==> src/rtl/wm8731_pkg.sv <==
// ----------------------------------------------------------------------------
// wm8731_pkg
// Shared definitions for the WM8731 I2C control-port responder:
//   - default 7-bit device address (CSB low)
//   - register index constants of the WM8731 control map
//   - responder FSM state type
//   - reg_default(): power-on value of each implemented register
// No ports (package).
// ----------------------------------------------------------------------------
package wm8731_pkg;

   localparam logic [6:0] DEV_ADDR_DEFAULT = 7'h1A;
   localparam int         NUM_REGS         = 10;

   localparam logic [3:0] R_LINVOL  = 4'd0;
   localparam logic [3:0] R_RINVOL  = 4'd1;
   localparam logic [3:0] R_LOUTVOL = 4'd2;
   localparam logic [3:0] R_ROUTVOL = 4'd3;
   localparam logic [3:0] R_APANA   = 4'd4;
   localparam logic [3:0] R_DPATH   = 4'd5;
   localparam logic [3:0] R_PWR     = 4'd6;
   localparam logic [3:0] R_IFACE   = 4'd7;
   localparam logic [3:0] R_SRATE   = 4'd8;
   localparam logic [3:0] R_ACTIVE  = 4'd9;
   localparam logic [3:0] R_RESET   = 4'd15;

   typedef enum logic [2:0] {
      ST_IDLE   = 3'd0,
      ST_ADDR   = 3'd1,
      ST_ACK_A  = 3'd2,
      ST_BYTE_H = 3'd3,
      ST_ACK_H  = 3'd4,
      ST_BYTE_L = 3'd5,
      ST_ACK_L  = 3'd6,
      ST_IGNORE = 3'd7
   } state_e;

   // Power-on value of register idx; unimplemented indices read as zero.
   function automatic logic [8:0] reg_default(input logic [3:0] idx);
      logic [8:0] val;
      case (idx)
         R_LINVOL:  val = 9'h097;
         R_RINVOL:  val = 9'h097;
         R_LOUTVOL: val = 9'h079;
         R_ROUTVOL: val = 9'h079;
         R_APANA:   val = 9'h00A;
         R_DPATH:   val = 9'h008;
         R_PWR:     val = 9'h09F;
         R_IFACE:   val = 9'h00A;
         R_SRATE:   val = 9'h000;
         R_ACTIVE:  val = 9'h000;
         default:   val = 9'h000;
      endcase
      return val;
   endfunction

endpackage

==> src/rtl/wm8731_i2c_responder_if.sv <==
// ----------------------------------------------------------------------------
// wm8731_i2c_responder_if
// I2C bus as seen by the responder.
//   scl    : bus clock level
//   sda    : bus data level (wired-AND of all drivers)
//   sda_oe : responder pull-down request (1 = drive SDA low)
// Modports: master (bus initiator side), slave (responder side).
// ----------------------------------------------------------------------------
interface wm8731_i2c_responder_if;
   logic scl;
   logic sda;
   logic sda_oe;

   modport master (output scl, output sda, input sda_oe);
   modport slave  (input scl, input sda, output sda_oe);
endinterface

==> src/rtl/wm8731_i2c_responder_line_sync.sv <==
// ----------------------------------------------------------------------------
// i2c_line_sync
// Brings SCL/SDA into the clk_i domain and detects bus events.
//   clk_i, rst_ni : sampling clock, async active-low reset
//   scl_i, sda_i  : raw asynchronous bus lines
//   scl_rise_o    : synchronized SCL rising edge (1 cycle)
//   scl_fall_o    : synchronized SCL falling edge (1 cycle)
//   start_det_o   : SDA fell while SCL high (1 cycle)
//   stop_det_o    : SDA rose while SCL high (1 cycle)
//   sda_s_o       : synchronized SDA level
// SYNC_STAGES must be at least 2.
// ----------------------------------------------------------------------------
module i2c_line_sync #(
   parameter int unsigned SYNC_STAGES = 2
) (
   input  logic clk_i,
   input  logic rst_ni,
   input  logic scl_i,
   input  logic sda_i,
   output logic scl_rise_o,
   output logic scl_fall_o,
   output logic start_det_o,
   output logic stop_det_o,
   output logic sda_s_o
);

   logic [SYNC_STAGES-1:0] scl_sync_q, scl_sync_d;
   logic [SYNC_STAGES-1:0] sda_sync_q, sda_sync_d;
   logic                   scl_prev_q, scl_prev_d;
   logic                   sda_prev_q, sda_prev_d;
   logic                   scl_s, sda_s;

   assign scl_s = scl_sync_q[SYNC_STAGES-1];
   assign sda_s = sda_sync_q[SYNC_STAGES-1];

   // Shift raw lines into the chains and keep last synchronized level for edge detection.
   always_comb begin
      scl_sync_d = {scl_sync_q[SYNC_STAGES-2:0], scl_i};
      sda_sync_d = {sda_sync_q[SYNC_STAGES-2:0], sda_i};
      scl_prev_d = scl_s;
      sda_prev_d = sda_s;
   end

   // Synchronizer and edge-detect registers; reset to the idle-high bus level
   // so that leaving reset never fakes an edge on a released bus.
   always_ff @(posedge clk_i or negedge rst_ni) begin
      if (!rst_ni) begin
         scl_sync_q <= {SYNC_STAGES{1'b1}};
         sda_sync_q <= {SYNC_STAGES{1'b1}};
         scl_prev_q <= 1'b1;
         sda_prev_q <= 1'b1;
      end else begin
         scl_sync_q <= scl_sync_d;
         sda_sync_q <= sda_sync_d;
         scl_prev_q <= scl_prev_d;
         sda_prev_q <= sda_prev_d;
      end
   end

   // START/STOP require SCL high on both samples so an SDA change racing an
   // SCL edge is never taken as a bus condition.
   always_comb begin
      scl_rise_o  = scl_s & ~scl_prev_q;
      scl_fall_o  = ~scl_s & scl_prev_q;
      start_det_o = scl_s & scl_prev_q & sda_prev_q & ~sda_s;
      stop_det_o  = scl_s & scl_prev_q & ~sda_prev_q & sda_s;
      sda_s_o     = sda_s;
   end

endmodule

==> src/rtl/wm8731_i2c_responder.sv <==
// ----------------------------------------------------------------------------
// wm8731_i2c_responder
// Stand-in for the WM8731 control port: acknowledges write transfers to
// DEV_ADDR, decodes {addr[6:0], data[8:0]} and commits it to a register file
// holding WM8731 power-on defaults.
//   clk_i, rst_ni : sampling clock (>= 8x SCL), async active-low reset
//   bus           : I2C lines (slave modport); bus.sda_oe pulls SDA low
//   reg_we_o      : one-cycle pulse per complete word
//   reg_addr_o    : register address of last word
//   reg_data_o    : data of last word
//   busy_o        : address-matched write in progress
//   rd_addr_i     : register file readback index
//   rd_data_o     : register file content (combinational), 0 for 10-15
// ----------------------------------------------------------------------------
module wm8731_i2c_responder
   import wm8731_pkg::*;
#(
   parameter logic [6:0]  DEV_ADDR    = DEV_ADDR_DEFAULT,
   parameter int unsigned SYNC_STAGES = 2
) (
   input  logic                           clk_i,
   input  logic                           rst_ni,
   wm8731_i2c_responder_if.slave          bus,
   output logic                           reg_we_o,
   output logic [6:0]                     reg_addr_o,
   output logic [8:0]                     reg_data_o,
   output logic                           busy_o,
   input  logic [3:0]                     rd_addr_i,
   output logic [8:0]                     rd_data_o
);

   logic scl_rise_s, scl_fall_s, start_det_s, stop_det_s, sda_s;

   i2c_line_sync #(
      .SYNC_STAGES (SYNC_STAGES)
   ) u_line_sync (
      .clk_i       (clk_i),
      .rst_ni      (rst_ni),
      .scl_i       (bus.scl),
      .sda_i       (bus.sda),
      .scl_rise_o  (scl_rise_s),
      .scl_fall_o  (scl_fall_s),
      .start_det_o (start_det_s),
      .stop_det_o  (stop_det_s),
      .sda_s_o     (sda_s)
   );

   state_e      state_q, state_d;
   logic [3:0]  bit_cnt_q, bit_cnt_d;
   logic [7:0]  shift_q, shift_d;
   logic [7:0]  hi_q, hi_d;
   logic        sda_oe_q, sda_oe_d;
   logic        busy_q, busy_d;
   logic        we_q, we_d;
   logic [6:0]  addr_q, addr_d;
   logic [8:0]  data_q, data_d;
   logic [8:0]  regs_q [NUM_REGS];
   logic [8:0]  regs_d [NUM_REGS];

   logic        byte_state_s;
   logic        byte_done_s;
   logic        commit_s;
   logic [6:0]  commit_addr_s;
   logic [8:0]  commit_data_s;

   // Bits are shifted only in the three data-receiving states; a byte is
   // complete on the SCL fall that ends its 8th bit.
   always_comb begin
      byte_state_s = (state_q == ST_ADDR) || (state_q == ST_BYTE_H) || (state_q == ST_BYTE_L);
      byte_done_s  = byte_state_s && scl_fall_s && (bit_cnt_q == 4'd8);
   end

   // FSM next-state, ACK drive and commit decode.
   always_comb begin
      state_d       = state_q;
      bit_cnt_d     = bit_cnt_q;
      shift_d       = shift_q;
      hi_d          = hi_q;
      sda_oe_d      = sda_oe_q;
      busy_d        = busy_q;
      we_d          = 1'b0;
      addr_d        = addr_q;
      data_d        = data_q;
      commit_s      = 1'b0;
      commit_addr_s = {hi_q[7:1]};
      commit_data_s = {hi_q[0], shift_q};

      if (start_det_s) begin
         // Repeated START restarts address reception; busy drops only if the
         // new address turns out not to match.
         state_d   = ST_ADDR;
         bit_cnt_d = 4'd0;
         sda_oe_d  = 1'b0;
      end else if (stop_det_s) begin
         state_d   = ST_IDLE;
         bit_cnt_d = 4'd0;
         sda_oe_d  = 1'b0;
         busy_d    = 1'b0;
      end else begin
         if (byte_state_s && scl_rise_s && (bit_cnt_q < 4'd8)) begin
            shift_d   = {shift_q[6:0], sda_s};
            bit_cnt_d = bit_cnt_q + 4'd1;
         end else begin
            shift_d   = shift_q;
         end

         case (state_q)
            ST_ADDR: begin
               if (byte_done_s) begin
                  bit_cnt_d = 4'd0;
                  // Write-only device: read requests fall into IGNORE (NACK).
                  if ((shift_q[7:1] == DEV_ADDR) && (shift_q[0] == 1'b0)) begin
                     state_d  = ST_ACK_A;
                     sda_oe_d = 1'b1;
                     busy_d   = 1'b1;
                  end else begin
                     state_d  = ST_IGNORE;
                     busy_d   = 1'b0;
                  end
               end else begin
                  state_d = ST_ADDR;
               end
            end
            ST_BYTE_H: begin
               if (byte_done_s) begin
                  bit_cnt_d = 4'd0;
                  hi_d      = shift_q;
                  state_d   = ST_ACK_H;
                  sda_oe_d  = 1'b1;
               end else begin
                  state_d = ST_BYTE_H;
               end
            end
            ST_BYTE_L: begin
               if (byte_done_s) begin
                  bit_cnt_d = 4'd0;
                  state_d   = ST_ACK_L;
                  sda_oe_d  = 1'b1;
               end else begin
                  state_d = ST_BYTE_L;
               end
            end
            ST_ACK_A: begin
               if (scl_fall_s) begin
                  state_d  = ST_BYTE_H;
                  sda_oe_d = 1'b0;
               end else begin
                  state_d = ST_ACK_A;
               end
            end
            ST_ACK_H: begin
               if (scl_fall_s) begin
                  state_d  = ST_BYTE_L;
                  sda_oe_d = 1'b0;
               end else begin
                  state_d = ST_ACK_H;
               end
            end
            ST_ACK_L: begin
               // shift_q still holds the low byte here: no shifting in ACK states.
               if (scl_fall_s) begin
                  state_d  = ST_IGNORE;
                  sda_oe_d = 1'b0;
                  we_d     = 1'b1;
                  addr_d   = hi_q[7:1];
                  data_d   = {hi_q[0], shift_q};
                  commit_s = 1'b1;
               end else begin
                  state_d = ST_ACK_L;
               end
            end
            ST_IDLE: begin
               state_d = ST_IDLE;
            end
            ST_IGNORE: begin
               state_d  = ST_IGNORE;
               sda_oe_d = 1'b0;
            end
            default: begin
               state_d  = ST_IDLE;
               sda_oe_d = 1'b0;
               busy_d   = 1'b0;
            end
         endcase
      end
   end

   // Register-file update: address 15 restores defaults, 0-9 write, others no-op.
   always_comb begin
      regs_d = regs_q;
      if (commit_s) begin
         if (commit_addr_s == {3'b000, R_RESET}) begin
            for (int i = 0; i < NUM_REGS; i++) begin
               regs_d[i] = reg_default(4'(i));
            end
         end else if (commit_addr_s < 7'd10) begin
            regs_d[commit_addr_s[3:0]] = commit_data_s;
         end else begin
            regs_d = regs_q;
         end
      end else begin
         regs_d = regs_q;
      end
   end

   // State and output registers.
   always_ff @(posedge clk_i or negedge rst_ni) begin
      if (!rst_ni) begin
         state_q   <= ST_IDLE;
         bit_cnt_q <= 4'd0;
         shift_q   <= 8'd0;
         hi_q      <= 8'd0;
         sda_oe_q  <= 1'b0;
         busy_q    <= 1'b0;
         we_q      <= 1'b0;
         addr_q    <= 7'd0;
         data_q    <= 9'd0;
         for (int i = 0; i < NUM_REGS; i++) begin
            regs_q[i] <= reg_default(4'(i));
         end
      end else begin
         state_q   <= state_d;
         bit_cnt_q <= bit_cnt_d;
         shift_q   <= shift_d;
         hi_q      <= hi_d;
         sda_oe_q  <= sda_oe_d;
         busy_q    <= busy_d;
         we_q      <= we_d;
         addr_q    <= addr_d;
         data_q    <= data_d;
         for (int i = 0; i < NUM_REGS; i++) begin
            regs_q[i] <= regs_d[i];
         end
      end
   end

   // Combinational readback; indices beyond the implemented map read zero.
   always_comb begin
      if (rd_addr_i < 4'd10) begin
         rd_data_o = regs_q[rd_addr_i];
      end else begin
         rd_data_o = 9'd0;
      end
   end

   assign bus.sda_oe = sda_oe_q;
   assign reg_we_o   = we_q;
   assign reg_addr_o = addr_q;
   assign reg_data_o = data_q;
   assign busy_o     = busy_q;

endmodule

==> src/flat_wrapper.sv <==
// flat-port wrapper written by rule: the top's interface ports become plain ports
module wm8731_i2c_responder_flat import wm8731_pkg::*;
#(
   parameter logic [6:0]  DEV_ADDR    = DEV_ADDR_DEFAULT,
   parameter int unsigned SYNC_STAGES = 2
)
  (clk_i, rst_ni, reg_we_o, reg_addr_o, reg_data_o, busy_o, rd_addr_i, rd_data_o, bus_scl, bus_sda, bus_sda_oe);
  wm8731_i2c_responder_if bus_i ();
  input  logic clk_i;
  input  logic rst_ni;
  output logic reg_we_o;
  output logic [6:0] reg_addr_o;
  output logic [8:0] reg_data_o;
  output logic busy_o;
  input  logic [3:0] rd_addr_i;
  output logic [8:0] rd_data_o;
  input wire logic [$bits(bus_i.scl)-1:0] bus_scl;
  input wire logic [$bits(bus_i.sda)-1:0] bus_sda;
  output wire logic [$bits(bus_i.sda_oe)-1:0] bus_sda_oe;
  assign bus_i.scl = bus_scl;
  assign bus_i.sda = bus_sda;
  assign bus_sda_oe = bus_i.sda_oe;
  wm8731_i2c_responder #(.DEV_ADDR(DEV_ADDR), .SYNC_STAGES(SYNC_STAGES)) u_core (.clk_i(clk_i), .rst_ni(rst_ni), .bus(bus_i), .reg_we_o(reg_we_o), .reg_addr_o(reg_addr_o), .reg_data_o(reg_data_o), .busy_o(busy_o), .rd_addr_i(rd_addr_i), .rd_data_o(rd_data_o));
endmodule
==> config.mk <==
export PLATFORM = sky130hd
export DESIGN_NAME = wm8731_i2c_responder_flat
export DESIGN_NICKNAME = d
export VERILOG_FILES = /design/src/rtl/wm8731_pkg.sv /design/src/rtl/wm8731_i2c_responder_if.sv /design/src/rtl/wm8731_i2c_responder_line_sync.sv /design/src/rtl/wm8731_i2c_responder.sv /design/src/flat_wrapper.sv
export SDC_FILE = /design/constraint.sdc
export NUM_CORES = 1
export LEC_CHECK = 0
export CORE_MARGIN = 5
export CORE_UTILIZATION = 50
export DETAILED_ROUTE_END_ITERATION = 12
export HOLD_SLACK_MARGIN = 0.1
export PLACE_DENSITY = 0.8
export SYNTH_ARGS = -nofsm -noshare
export SYNTH_HDL_FRONTEND = slang
export SYNTH_SLANG_ARGS = --single-unit
==> constraint.sdc <==
create_clock -name clk_i -period 5.35 [get_ports clk_i]
set_clock_uncertainty 0.2 [all_clocks]
set_input_delay 1.07 -clock clk_i [delete_from_list [all_inputs] [get_ports clk_i]]
set_output_delay 1.07 -clock clk_i [all_outputs]
set_load 0.02 [all_outputs]
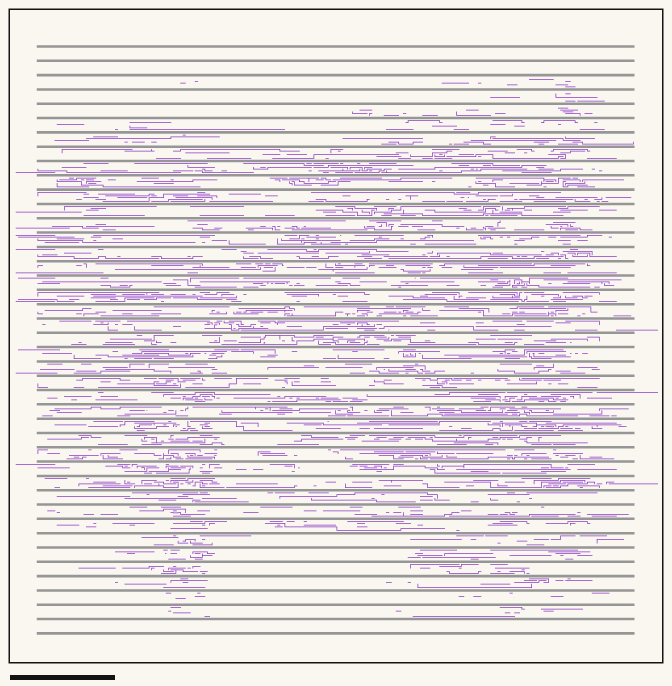
**Above:** signal wires on met1.
Bar = 20 microns. Supply wires on this layer in grey.
- main direction: horizontal
- longest straight run: 31.3 microns
- nets with wire on the layer: 500
- wire length on this layer: 6,750 microns
- share of all routed wire: 43%

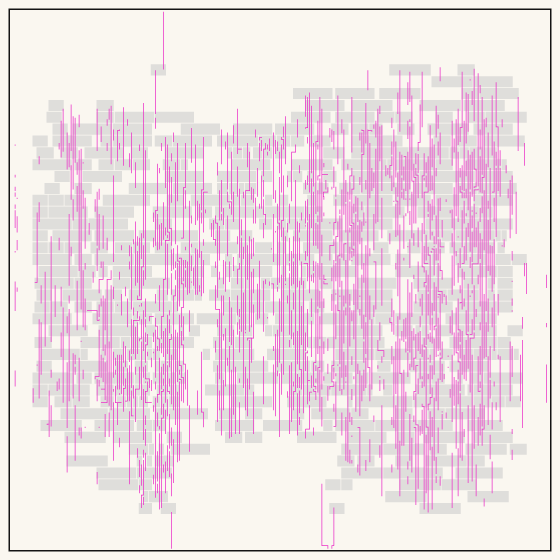
**Above:** met2 routing.
Cells faint in the background.
- wire length on this layer: 7,340 microns
- longest straight run: 61.9 microns
- nets with wire on the layer: 498
- main direction: vertical

==> qor.yml <==
run_status:
  outcome: "complete, no violations"
cts:
  postCtsSetupBuffers: 0
  numCtsBuffers: 17
  cts.reportedPaths.clkPinSlew_ns: 0.05
  clk_path_buf_depth: 2
  insertion_delay_ns: 0.43
  cts.sinks: 138
  cts_resized: 0
  htreeDepth: 4
yosys:
  async_flop_share_pct: 100
  yosys_cells: 503
  ys_seq_share_pct: 54.0
  netlist_area_sq_um: 6490
  syn_avg_cell_area_sq_um: 12.9
  synth_flops: 138
  synth_cell_types: 61
layout:
  layout-drive-gt1-share_pct: 30.7
  area_delta_synth_final_pct: 17.6
  final_nets: 535
  fin_util_pct: 60.2
  diodes: 0
  layout_top_cell: "dfrtp_1"
  most-common-layout-cells: "dfrtp_1 (101), mux2_2 (61), dfstp_2 (37)"
global_routing:
  grt_pass1_vias: 4716
  gr-usage-met3_pct: 7.45
  grt-busiest-layer: "met2"
  antenna_found_initial: 0
power_and_ir_drop:
  switching_share_pct: 20.9
  internal_power_mw: 2.00
  p_seq_share_pct: 43.0
  pwr_density_cell_nw_per_um2: 331
  p_comb_share_pct: 4.3
setup_path:
  arrival_ns: 3.60
  crit_path_end_kind: "output pin"
  worst-setup-path-type: "in2out"
  start_kind: "input port"
place:
  place_hpwl_mm: 10.4
route:
  viasPerCell: 6.30
  ant_nets: 0
  dr_total_vias: 4474
  drt_iter0_markers: 513
  firstDrtPassIters: 6
final_timing:
  fmax_mhz: 205
  hold_viol: 0
  period_used_pct: 91.0
  maxSlewHeadroom_pct: 20.1
  worst_pin_slew_ns: 1.19
floorplanning:
  initial_core_util_pct: 51.2
  chipArea_sq_um: 15400
run:
  maxCapViolations: 0
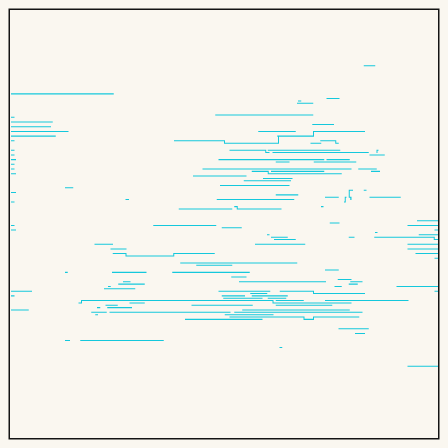
**Above:** signal wires on met3.
- share of all routed wire: 8.5%
- wire length on this layer: 1,340 microns

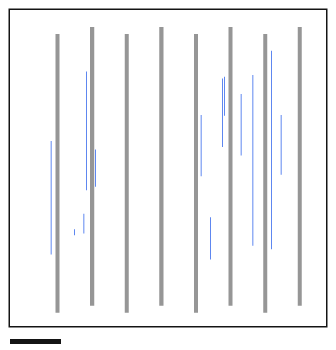
**Above:** signal wires on met4.
Bar = 20 microns. Supply wires on this layer in grey.
- wire length on this layer: 387 microns
- nets with wire on the layer: 10
- share of all routed wire: 2.5%
- longest straight run: 77.5 microns
- main direction: vertical

[power by group through the flow]
| stage | Sequential, mW | Combinational, mW | Clock (mW) |
|---|---|---|---|
| after floorplan | 1.09 | 0.0644 | 0 |
| after CTS | 1.08 | 0.109 | 1.35 |
| after detailed placement | 1.10 | 0.108 | 0 |
| final | 1.08 | 0.107 | 1.33 |
| after global routing | 1.08 | 0.120 | 1.39 |
| after global placement | 1.10 | 0.105 | 0 |
[per-stage QoR]
stage	hold WS (ns)	area, sq um	worst slack, ns	instances
detailed placement	0.148	6950	0.537	678
global placement	0.147	6950	0.557	678
global route	0.163	7630	0.359	710
CTS	0.156	7630	0.529	710
floorplan	0.145	6490	1.27	503
finish	0.155	7630	0.483	710
[critical path: stages]
cell and delay, ns:
clkdlybuf4s50_1 0.83, nor2_1 0.68, a221oi_1 0.16, a21oi_1 0.21, clkdlybuf4s50_1 0.64
[Yosys cell counts (8+ instances only)]
cell	n	share of area [%]
dfrtp_1	101	39
mux2_2	61	11
dfstp_2	37	15
o2bb2ai_1	36	4.9
clkbuf_1	26	1.5
nand2_1	26	1.5
mux4_2	18	6.3
nor2_1	16	0.93
a21oi_1	13	1.0
a32o_1	13	2.0
mux2_1	13	2.3
nand2b_1	12	1.2
nor2b_1	12	1.2
nand3_1	11	0.85
a221oi_1	9	1.2
inv_1	8	0.46
[state kept, by name, summed over array words and instances, names as in the netlist]
| signal | cells |
|---|---|
| u_core.state_q | 3 |
| u_core.u_line_sync.scl_prev_q | 1 |
| u_core.reg_data_o | 9 |
| u_core.reg_we_o | 1 |
| u_core.u_line_sync.scl_sync_q | 2 |
| u_core.u_line_sync.sda_sync_q | 2 |
| u_core.u_line_sync.sda_prev_q | 1 |
| u_core.reg_addr_o | 7 |
| u_core.bit_cnt_q | 4 |
| u_core.bus.sda_oe | 1 |
| u_core.regs_q | 90 |
| u_core.hi_q | 8 |
| u_core.busy_o | 1 |
| u_core.shift_q | 8 |
[path summary, 6_finish.rpt]
check,depth (start not counted),end,slack (ns),start
setup / recovery,5,rd_data_o[6],0.48,rd_addr_i[1]
hold / removal,0,u_core.u_line_sync.scl_sync_q[1],0.15,u_core.u_line_sync.scl_sync_q[0]
setup reg to reg,4,u_core.regs_q[76],2.21,u_core.u_line_sync.scl_prev_q
hold reg to reg,0,u_core.u_line_sync.scl_sync_q[1],0.15,u_core.u_line_sync.scl_sync_q[0]
max in group asynchronous,2,u_core.regs_q[69],3.30,rst_ni
min in group asynchronous,1,u_core.regs_q[49],0.55,rst_ni
[final cells by class]
type	count	area (sq um)
well taps	172	215
repair buffers	41	397
multi-input cells	318	2810
inverters	9	33.8
clock buffers	20	457
flip-flops and latches	138	3500
fillers	959	5040
clock inverters	12	219
[routing by layer]
layer  wire, microns  share of wire [%]
met1            6750                 43
met2            7340                 46
met3            1340                8.5
met4             386                2.4
met5               0                  0
[logic make-up after synthesis]
kind of cell | Yosys count | synth area share (%)
AOI/OAI and AO/OA | 105 | 13.1
and+or+nand+nor | 112 | 9.63
muxes | 93 | 19.3
buffers and inverters | 47 | 2.85
xor gates and xnor gates | 6 | 0.810
DFF | 138 | 54.0
adders and majority gates | 2 | 0.386
